==> config.mk <==
export PLATFORM = sky130hd
export DESIGN_NAME = debug_cmd_controller
export DESIGN_NICKNAME = d
export VERILOG_FILES = /design/src/rtl/debug_cmd_controller.sv
export SDC_FILE = /design/constraint.sdc
export NUM_CORES = 1
export LEC_CHECK = 0
export ABC_CLOCK_PERIOD_IN_PS = 3530
export CAP_MARGIN = 0
export CORE_UTILIZATION = 35
export DETAILED_ROUTE_END_ITERATION = 7
export SYNTH_ARGS = -nofsm -noshare
export SYNTH_HDL_FRONTEND = slang
export SYNTH_SLANG_ARGS = --single-unit
==> constraint.sdc <==
create_clock -name clk -period 3.53 [get_ports clk]
set_input_delay 0.353 -clock clk [delete_from_list [all_inputs] [get_ports clk]]
set_output_delay 0.353 -clock clk [all_outputs]
set_load 0.01 [all_outputs]
==> src/rtl/debug_cmd_controller.sv <==
// Debug command sequencer: decodes host bytes, assembles big-endian words into
// instruction memory, and gates the pipeline in run or single-step mode.
module debug_cmd_controller #(
    parameter int          ADDR_W     = 8,
    parameter logic [31:0] HALT_INSTR = 32'hFFFF_FFFF,
    parameter logic [7:0]  CMD_LOAD   = 8'h01,
    parameter logic [7:0]  CMD_STEP   = 8'h02,
    parameter logic [7:0]  CMD_CONT   = 8'h04
) (
    input  logic              clk,
    input  logic              i_rst_n,
    input  logic [7:0]        i_rx_data,
    input  logic              i_rx_done,
    input  logic              i_cpu_halted,
    input  logic              i_dump_done,
    output logic              o_imem_we,
    output logic [ADDR_W-1:0] o_imem_addr,
    output logic [31:0]       o_imem_data,
    output logic              o_cpu_en,
    output logic              o_dump_req,
    output logic              o_err,
    output logic [2:0]        o_state
);

    typedef enum logic [2:0] {
        S_IDLE = 3'd0,
        S_LOAD = 3'd1,
        S_RUN  = 3'd2,
        S_STEP = 3'd3,
        S_DUMP = 3'd4
    } state_t;

    state_t      state, state_nx;
    logic        cpu_en_nx, dump_req_nx;
    logic        load_byte, load_cmd, write_last;
    logic [1:0]  byte_cnt;
    logic [31:0] asm_word;

    assign o_state   = state;
    assign load_byte = (state == S_LOAD) && i_rx_done;
    assign load_cmd  = (state == S_IDLE) && i_rx_done && (i_rx_data == CMD_LOAD);
    // Load ends on the write cycle itself, once the written word's fate is known.
    assign write_last = o_imem_we && ((o_imem_data == HALT_INSTR) || (o_imem_addr == '1));

    always_comb begin
        state_nx = state;
        case (state)
            S_IDLE: begin
                if (i_rx_done) begin
                    if (i_rx_data == CMD_LOAD)      state_nx = S_LOAD;
                    else if (i_rx_data == CMD_CONT) state_nx = S_RUN;
                    else if (i_rx_data == CMD_STEP) state_nx = S_STEP;
                end
            end
            S_LOAD: if (write_last) state_nx = S_IDLE;
            S_RUN:  if (i_cpu_halted) state_nx = S_DUMP;
            S_STEP: state_nx = S_DUMP;
            S_DUMP: if (i_dump_done) state_nx = S_IDLE;
            default: state_nx = S_IDLE;
        endcase
        cpu_en_nx   = (state_nx == S_RUN) || (state_nx == S_STEP);
        dump_req_nx = (state_nx == S_DUMP) && (state != S_DUMP);
    end

    always_ff @(posedge clk or negedge i_rst_n) begin
        if (!i_rst_n) begin
            state      <= S_IDLE;
            o_cpu_en   <= 1'b0;
            o_dump_req <= 1'b0;
        end else begin
            state      <= state_nx;
            o_cpu_en   <= cpu_en_nx;
            o_dump_req <= dump_req_nx;
        end
    end

    always_ff @(posedge clk or negedge i_rst_n) begin
        if (!i_rst_n) begin
            byte_cnt    <= '0;
            asm_word    <= '0;
            o_imem_we   <= 1'b0;
            o_imem_data <= '0;
            o_imem_addr <= '0;
            o_err       <= 1'b0;
        end else begin
            o_imem_we <= load_byte && (byte_cnt == 2'd3);
            if (load_byte) begin
                asm_word <= {asm_word[23:0], i_rx_data};
                byte_cnt <= byte_cnt + 2'd1;
                if (byte_cnt == 2'd3) o_imem_data <= {asm_word[23:0], i_rx_data};
            end
            if (load_cmd) begin
                byte_cnt    <= '0;
                o_imem_addr <= '0;
                o_err       <= 1'b0;
            end else if (o_imem_we && (state == S_LOAD)) begin
                if (o_imem_data == HALT_INSTR) begin
                    o_imem_addr <= '0;
                end else if (o_imem_addr == '1) begin
                    o_err       <= 1'b1;
                    o_imem_addr <= '0;
                end else begin
                    o_imem_addr <= o_imem_addr + 1'b1;
                end
            end
        end
    end

endmodule

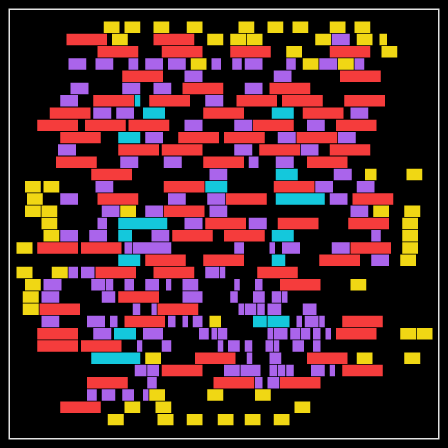
(images/placement_by_type.png)
| class | color | cells | share of their area |
|---|---|---|---|
| clock drivers and dummy loads | cyan | 16 | 6.4% |
| flops | red | 73 | 48% |
| combinational and other logic | purple | 137 | 30% |
| other buffers and delay cells | yellow | 62 | 16% |
fin area: 3965 sq um
post-layout util: 0.4778
core box area: 8299 sq um
Seq/total area: 0.4607

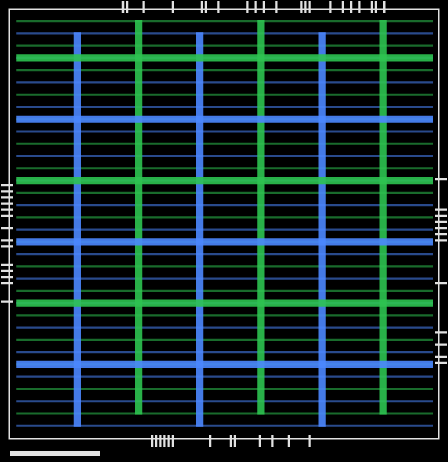
(images/power_grid.png)
Scale bar: 20 um. Pins as bars on the die edge.
| net | color |
|---|---|
| VDD | green |
| VSS | blue |
met5 straps: 6
rows: 33
Die Y: 94.96 um
worst vdd ir: 347.5 uV
die width: 94.96 um

==> Changelog: implementation <==
## Flow update

- Critical-path cell list: clkdlybuf4s50_1 -> nor4b_1 -> and4_1 -> nor2_1 -> or4_1 -> a21oi_1
- Critical path endpoint: o_imem_addr[7]$_DFFE_PN0P_
- Largest regs: o_imem_data: 32 flops, asm_word: 24 flops, o_imem_addr: 8 flops
- Status: finished, final reports clean
- Post-CTS sizing: 0
- DR WL met3: 199 um
- Final Non-Filler Cells: 393
- Comb area: roughly 1100 sq um
- Non-clk invs: 2
- PD cells: 790.5 nW/um^2
- Area leader share: 0.6041
- Synth mux share: 0.2118
- Synth Area in Adders: 0.008275
- Clk power: 0.790 mW
- Final Power: 3.134 mW
- DRT iter0 DRCs: roughly 50
- Setup violators final: 0
- Critical Path Start: i_rx_data[0]
- Element type at the critical path end: flop
- Tcrit/Tclk final: 0.6340
- Biggest register: o_imem_data
- # Cells Yosys: between 200 and 250
- Max_slew headroom: 0.4564
- Crit start category: input port
- Slowest cell delay on critical path: roughly 0.58 ns
- Non-clock buffer count: 62
Power is estimated from default activity; no workload was simulated.
